## src/rtl/dbg_mem_master.sv

```systemverilog
// Debug-side initiator for the CPU data-memory bus. A host command halts the
// CPU, waits for the pipeline to drain, takes the bus and performs a single
// word access or an auto-incrementing burst. Each word is answered on a
// valid/ready response channel.
`timescale 1ns/1ps
module dbg_mem_master #(
    parameter int AW          = 32,
    parameter int LW          = 8,
    parameter int HALT_SETTLE = 8,
    parameter int RD_LAT      = 0
) (
    input  logic          CK_REF,
    input  logic          RST,
    input  logic          CMD_VALID,
    output logic          CMD_READY,
    input  logic          CMD_WRITE,
    input  logic [AW-1:0] CMD_ADDR,
    input  logic [LW-1:0] CMD_LEN,
    input  logic [31:0]   CMD_WDATA,
    output logic          RSP_VALID,
    input  logic          RSP_READY,
    output logic [31:0]   RSP_DATA,
    output logic          RSP_LAST,
    output logic          HALT_REQ,
    output logic          BUS_GRANT,
    output logic [AW-1:0] MEM_ACCESS_ADDRESS_BUS,
    output logic [31:0]   MEM_ACCESS_DATA_OUT_BUS,
    output logic          MEM_ACCESS_READ_WRN,
    input  logic [31:0]   MEM_ACCESS_DATA_IN_BUS
);

    typedef enum logic [2:0] {
        IDLE      = 3'd0,
        HALT_WAIT = 3'd1,
        ACCESS    = 3'd2,
        RESP      = 3'd3,
        RELEASE   = 3'd4
    } state_t;

    localparam logic [7:0] SETTLE_INIT = 8'(HALT_SETTLE - 1);
    localparam logic [1:0] ACC_INIT    = 2'(RD_LAT);

    state_t        state_r, state_s;
    logic          wr_r, wr_s;
    logic [AW-1:0] addr_r, addr_s;
    logic [LW-1:0] rem_r, rem_s;
    logic [31:0]   wdata_r, wdata_s;
    logic [7:0]    settle_r, settle_s;
    logic [1:0]    acc_r, acc_s;
    logic [31:0]   rsp_data_r, rsp_data_s;

    logic          cmd_ready_r, cmd_ready_s;
    logic          rsp_valid_r, rsp_valid_s;
    logic          rsp_last_r, rsp_last_s;
    logic          halt_r, halt_s;
    logic          grant_r, grant_s;
    logic [AW-1:0] addr_out_r, addr_out_s;
    logic [31:0]   dout_r, dout_s;
    logic          read_wrn_r, read_wrn_s;

    // Next-state logic; all bus/handshake outputs are derived from the next state so they are registered.
    always_comb begin
        state_s    = state_r;
        wr_s       = wr_r;
        addr_s     = addr_r;
        rem_s      = rem_r;
        wdata_s    = wdata_r;
        settle_s   = settle_r;
        acc_s      = acc_r;
        rsp_data_s = rsp_data_r;

        case (state_r)
            IDLE: begin
                // CMD_READY is 1 throughout IDLE, so CMD_VALID alone is the handshake
                if (CMD_VALID) begin
                    state_s  = HALT_WAIT;
                    wr_s     = CMD_WRITE;
                    addr_s   = CMD_ADDR;
                    rem_s    = CMD_LEN;
                    wdata_s  = CMD_WDATA;
                    settle_s = SETTLE_INIT;
                end else begin
                    state_s = IDLE;
                end
            end
            HALT_WAIT: begin
                if (settle_r == 8'd0) begin
                    state_s = ACCESS;
                    acc_s   = ACC_INIT;
                end else begin
                    settle_s = settle_r - 8'd1;
                end
            end
            ACCESS: begin
                if (acc_r == 2'd0) begin
                    state_s    = RESP;
                    rsp_data_s = wr_r ? wdata_r : MEM_ACCESS_DATA_IN_BUS;
                end else begin
                    acc_s = acc_r - 2'd1;
                end
            end
            RESP: begin
                if (RSP_READY) begin
                    if (rem_r != {LW{1'b0}}) begin
                        state_s = ACCESS;
                        rem_s   = rem_r - LW'(1);
                        addr_s  = addr_r + AW'(1);
                        acc_s   = ACC_INIT;
                    end else begin
                        state_s = RELEASE;
                    end
                end else begin
                    state_s = RESP;
                end
            end
            RELEASE: begin
                state_s = IDLE;
            end
            default: begin
                state_s = IDLE;
            end
        endcase

        cmd_ready_s = (state_s == IDLE);
        halt_s      = (state_s != IDLE);
        grant_s     = (state_s == ACCESS) || (state_s == RESP);
        addr_out_s  = grant_s ? addr_s : {AW{1'b0}};
        dout_s      = grant_s ? wdata_s : 32'h0000_0000;
        // one write strobe per word: only in the last cycle of ACCESS
        read_wrn_s  = !(wr_s && (state_s == ACCESS) && (acc_s == 2'd0));
        rsp_valid_s = (state_s == RESP);
        rsp_last_s  = (state_s == RESP) && (rem_s == {LW{1'b0}});
    end

    // State and output registers with synchronous reset that aborts any operation.
    always_ff @(posedge CK_REF) begin
        if (RST) begin
            state_r     <= IDLE;
            wr_r        <= 1'b0;
            addr_r      <= {AW{1'b0}};
            rem_r       <= {LW{1'b0}};
            wdata_r     <= 32'h0000_0000;
            settle_r    <= 8'd0;
            acc_r       <= 2'd0;
            rsp_data_r  <= 32'h0000_0000;
            cmd_ready_r <= 1'b1;
            rsp_valid_r <= 1'b0;
            rsp_last_r  <= 1'b0;
            halt_r      <= 1'b0;
            grant_r     <= 1'b0;
            addr_out_r  <= {AW{1'b0}};
            dout_r      <= 32'h0000_0000;
            read_wrn_r  <= 1'b1;
        end else begin
            state_r     <= state_s;
            wr_r        <= wr_s;
            addr_r      <= addr_s;
            rem_r       <= rem_s;
            wdata_r     <= wdata_s;
            settle_r    <= settle_s;
            acc_r       <= acc_s;
            rsp_data_r  <= rsp_data_s;
            cmd_ready_r <= cmd_ready_s;
            rsp_valid_r <= rsp_valid_s;
            rsp_last_r  <= rsp_last_s;
            halt_r      <= halt_s;
            grant_r     <= grant_s;
            addr_out_r  <= addr_out_s;
            dout_r      <= dout_s;
            read_wrn_r  <= read_wrn_s;
        end
    end

    assign CMD_READY               = cmd_ready_r;
    assign RSP_VALID               = rsp_valid_r;
    assign RSP_DATA                = rsp_data_r;
    assign RSP_LAST                = rsp_last_r;
    assign HALT_REQ                = halt_r;
    assign BUS_GRANT               = grant_r;
    assign MEM_ACCESS_ADDRESS_BUS  = addr_out_r;
    assign MEM_ACCESS_DATA_OUT_BUS = dout_r;
    assign MEM_ACCESS_READ_WRN     = read_wrn_r;

endmodule

```

## config.mk

```make
export PLATFORM = sky130hd
export DESIGN_NAME = dbg_mem_master
export DESIGN_NICKNAME = d
export VERILOG_FILES = /design/src/rtl/dbg_mem_master.sv
export SDC_FILE = /design/constraint.sdc
export NUM_CORES = 1
export LEC_CHECK = 0
export ABC_AREA = 0
export CAP_MARGIN = 40
export CORE_AREA = 2 2 131 133
export CTS_BUF_LIST = sky130_fd_sc_hd__clkbuf_8
export DETAILED_ROUTE_END_ITERATION = 7
export DIE_AREA = 0 0 133 135
export PLACE_DENSITY_LB_ADDON = 0.12
export SETUP_SLACK_MARGIN = 0.05
export SYNTH_ARGS = -nofsm -noshare
export SYNTH_HDL_FRONTEND = slang
export SYNTH_SLANG_ARGS = --single-unit
```

## constraint.sdc

```tcl
create_clock -name CK_REF -period 3.59 [get_ports CK_REF]
set_clock_uncertainty 0.15 [all_clocks]
set_input_delay 0.5385 -clock CK_REF [delete_from_list [all_inputs] [get_ports CK_REF]]
set_output_delay 0.5385 -clock CK_REF [all_outputs]
set_load 0.02 [all_outputs]
```

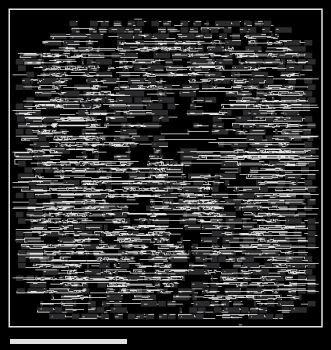
run_1/m1.png
The bar under the picture is 50 um long.
longest straight run: 38.6 um
nets with wire on the layer: 1046
wire length on this layer: 9510 um
main direction: horizontal
share of all routed wire: 46%

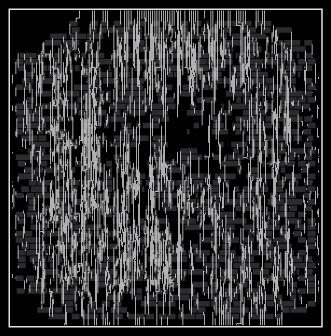
run_1/m2.png
longest straight run: 51.7 um
nets with wire on the layer: 957
main direction: vertical
wire length on this layer: 9910 um
share of all routed wire: 48%

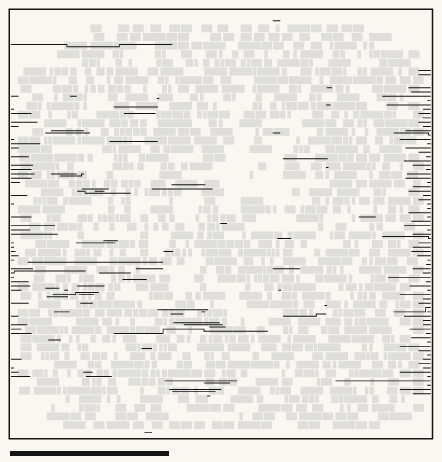
run_1/m3.png
The bar under the picture is 50 um long.
share of all routed wire: 5.5%
nets with wire on the layer: 149
main direction: horizontal

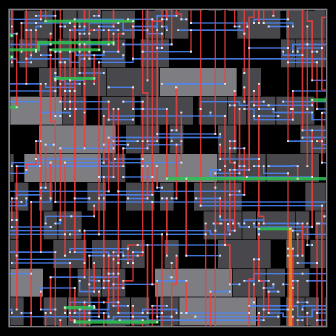
run_1/closeup.png
Region (18, 19) to (48, 49) um. Cells in gray, sequential cells in the stronger gray; small squares are vias.
legend:
  orange:
    layer: M4
  green:
    layer: M3
  red:
    layer: M2
  blue:
    layer: M1
cells with their middle in the window: 75
sequential cells in the window: 7
most frequent: nor2_1 (11), dfxtp_1 (7)
netlist names of flops here include: `addr_r` (5)

==> run 1: registers in the layout (all words and copies together) (netlist names), 3 cells and up <==
name,cells
MEM_ACCESS_ADDRESS_BUS,32
RSP_DATA,32
state_r,3
settle_r,8
rem_r,8
wdata_r,32
addr_r,32
MEM_ACCESS_DATA_OUT_BUS,32
==> run 1: routing by layer <==
metal  wire length, um  vias to the layer above
li1                  -                     3421
met1              9508                     3209
met2              9906                      228
met3              1136                       17
met4               235                        0
met5                 0                        -
==> run 1: cell families (layout without fill, tap and decap cells) <==
family / after synthesis / in the layout
AND-OR/OR-AND: 181 / 181
XOR/XNOR: 13 / 13
adder cells (fa/ha/maj): 4 / 4
buffers and inverters: 70 / 270
flip-flops: 188 / 188
multiplexers: 34 / 34
AND/OR/NAND/NOR: 374 / 374
==> GITHUB_STEP_SUMMARY, run 1 <==
### Metrics collected by this job

| Metric | Value |
|---|---|
| Power per cell area | `approximately 600 nW/um^2` |
| Met1 usage in global routing | `0.3030` |
| Clock network power share | `0.230` |
| MaxCap Viol Count | `0` |
| Critical path buffers and inverters | `1` |
| Quantity of I/O buffers inserted on ports | `roughly 210` |
| Reg2reg end | `RSP_LAST$_SDFF_PP0_` |
| DRT Pass-1 Iters | `5` |
| Biggest consumer | `registers` |
| Area growth syn-to-layout | `35.10%` |
| Number of clock buffers in the layout | `17` |
| Routed length per instance | `approximately 16 um` |
| Data required, critical path | `3.80 ns` |
| Post-Syn Nets | `~980` |
| Worst R2R Start | `state_r[0]$_SDFF_PP0_` |
| Diodes inserted | `0` |
| Maximum count of clock buffers along a single path | `2` |
| Final hold slack | `about 0.22 ns` |
| Kind of launch point of the worst setup path | `flop` |
| Combinational Gates | `slightly above 600` |
| Family with the most delay on the worst path | `simple AND/OR/NAND/NOR gates` |
| Area fraction in full adders, half adders and majority gates | `0.006551` |
| Combinational Power Share | `0.334` |
| Clock group power | `1400 uW` |
| Worst Path Class, Setup | `flop to flop` |
| CP Cell Sequence | `nor3b_1 > a32oi_2 > buf_4 > nor2b_1 > nand4b_1 > nor4_1` |
| Status | `finished, final reports clean` |
| Commonest cells after routing, fill and taps aside | `clkdlybuf4s50_1 (209), dfxtp_1 (187), nand2_1 (108)` |
| Achievable Freq | `approximately 340 MHz` |
| Mapped cell area | `roughly 7600 um^2` |
| Overall power after layout | `6094 uW` |
| Number of vias in the routed layout | `around 7000` |
| Portion of synthesized cell area occupied by the leading cell type | `0.4926` |
| Number of setup buffers added after CTS | `0` |
| Area of all placed cells without fillers | `10320 um^2` |
| Main synth FF type | `dfxtp_1` |
| Setup TNS | `0 ns` |
| Maximum number of pins on one net before global-route repair | `roughly 66` |
| Largest fanout of any net on the critical path | `36` |
| Remaining routing DRC violations | `0` |
| Synth top cells by count | `dfxtp_1 (188), nand2_1 (108), nor2_1 (107)` |
| Global router's overall resource usage | `0.2307` |
| Commonest Layout Cell | `clkdlybuf4s50_1` |
| Unrepaired setup endpoints after global routing | `false` |
| Clock tree from TritonCTS | `yes` |
| Top cells by area | `dfxtp_1 (49%), nand2_1 (5.3%), nor2_1 (5.3%)` |
| Reported sequential group power | `between 2000 and 3000 uW` |
run_1/placed.png
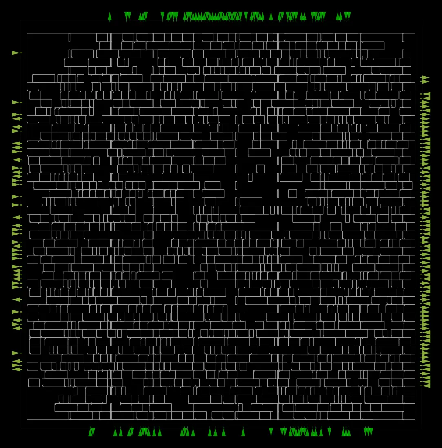

--- run 2 (diff from run 1) ---
CORE_AREA = 2 2 134 136   (was 2 2 131 133)
DIE_AREA = 0 0 136 138   (was 0 0 133 135)
clock period = 2.5 ns   (was 3.59 ns; I/O delays follow)
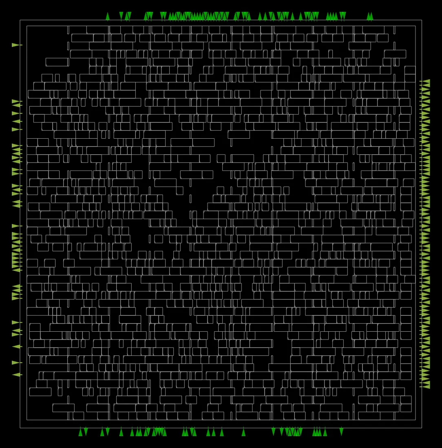
run_2/placed.png
num sequential: 188
number of rows in the core area: 49

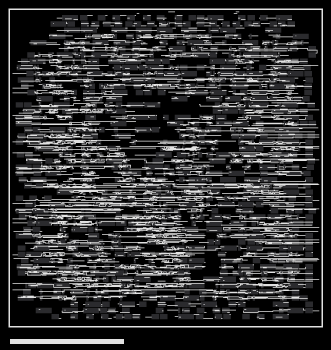
run_2/m1.png
The bar under the picture is 50 um long.
main direction: horizontal
share of all routed wire: 46%
number of vias in the routed layout: 6966
met1 usage in global routing: 0.2973
Post-Route WL: 21.36 mm

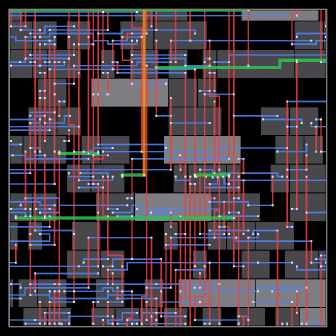
run_2/closeup.png
Region (19, 20) to (49, 50) um. Cells in gray, sequential cells in the stronger gray; small squares are vias.
legend:
  green:
    layer: M3
  red:
    layer: M2
  blue:
    layer: M1
  orange:
    layer: M4
sequential cells in the window: 5
netlist names of flops here include: `addr_r` (3)
most frequent: buf_4 (8), nor2_1 (6), a31oi_1 (5)
cells with their middle in the window: 71

==> GITHUB_STEP_SUMMARY, run 2 <==
### Metrics collected by this job

| Metric | Value |
|---|---|
| Clock network power share | `0.210` |
| Data required, critical path | `approximately 2.7 ns` |
| Met1 routed wirelength after detailed routing | `9.745 mm` |
| Reported sequential group power | `roughly 3800 uW` |
| Routed length per instance | `between 15 and 20 um` |
| Global router's overall resource usage | `0.2250` |
| Achievable Freq | `between 400 and 500 MHz` |
| Power per cell area | `around 840 nW/um^2` |
| Biggest consumer | `registers` |
| Overall power after layout | `8894 uW` |
| CP Cell Sequence | `inv_1 > ha_1 > nor4b_4 > buf_4 > nand4_1 > a32oi_2 > nand2b_4 > inv_1 > or3_4` |
| Area of all placed cells without fillers | `10650 um^2` |
| Post-Syn Nets | `slightly below 1000` |
| Top routing layer in use | `met4` |
| Combinational Power Share | `0.367` |
| Remaining routing DRC violations | `0` |
| Setup TNS | `0 ns` |
| Final hold slack | `about 0.27 ns` |
| Area growth syn-to-layout | `39.42%` |
| Quantity of I/O buffers inserted on ports | `about 210` |
| Diodes inserted | `0` |
| Amount of wire on met3 after detailed routing | `about 1.1 mm` |
| Kind of launch point of the worst setup path | `flop` |
| Main synth FF type | `dfxtp_1` |
| Mapped cell area | `7640 um^2` |
| Portion of synthesized cell area occupied by the leading cell type | `0.4926` |
| Status | `finished, final reports clean` |
| DRT Pass-1 Iters | `4` |
| Top cells by area | `dfxtp_1 (49%), nand2_1 (5.3%), nor2_1 (5.3%)` |
| Area fraction in full adders, half adders and majority gates | `0.006551` |
| Worst R2R Start | `rem_r[0]$_SDFF_PP0_` |
[run 2: cell counts after synthesis]
No cell type changed its count.
[run 2: worst min-delay path, cell delays in order]
cell     delay [ns]
buf_4          0.10
inv_1          0.19
o211a_1        0.17
[run 2: how the worst max path moves through the flow]
stage	startpoint	endpoint	slack [ns]
floorplan	rem_r[0]$_SDFF_PP0_	HALT_REQ$_SDFF_PP0_	0.21
global placement	RSP_READY	RSP_LAST$_SDFF_PP0_	-0.12
detailed placement	RSP_READY	RSP_LAST$_SDFF_PP0_	-0.10
CTS	rem_r[0]$_SDFF_PP0_	MEM_ACCESS_ADDRESS_BUS[26]$_SDFF_PP0_	0.08
global route	rem_r[0]$_SDFF_PP0_	HALT_REQ$_SDFF_PP0_	0.004
finish	rem_r[0]$_SDFF_PP0_	HALT_REQ$_SDFF_PP0_	0.12
Power and IR drop assume default switching activity.
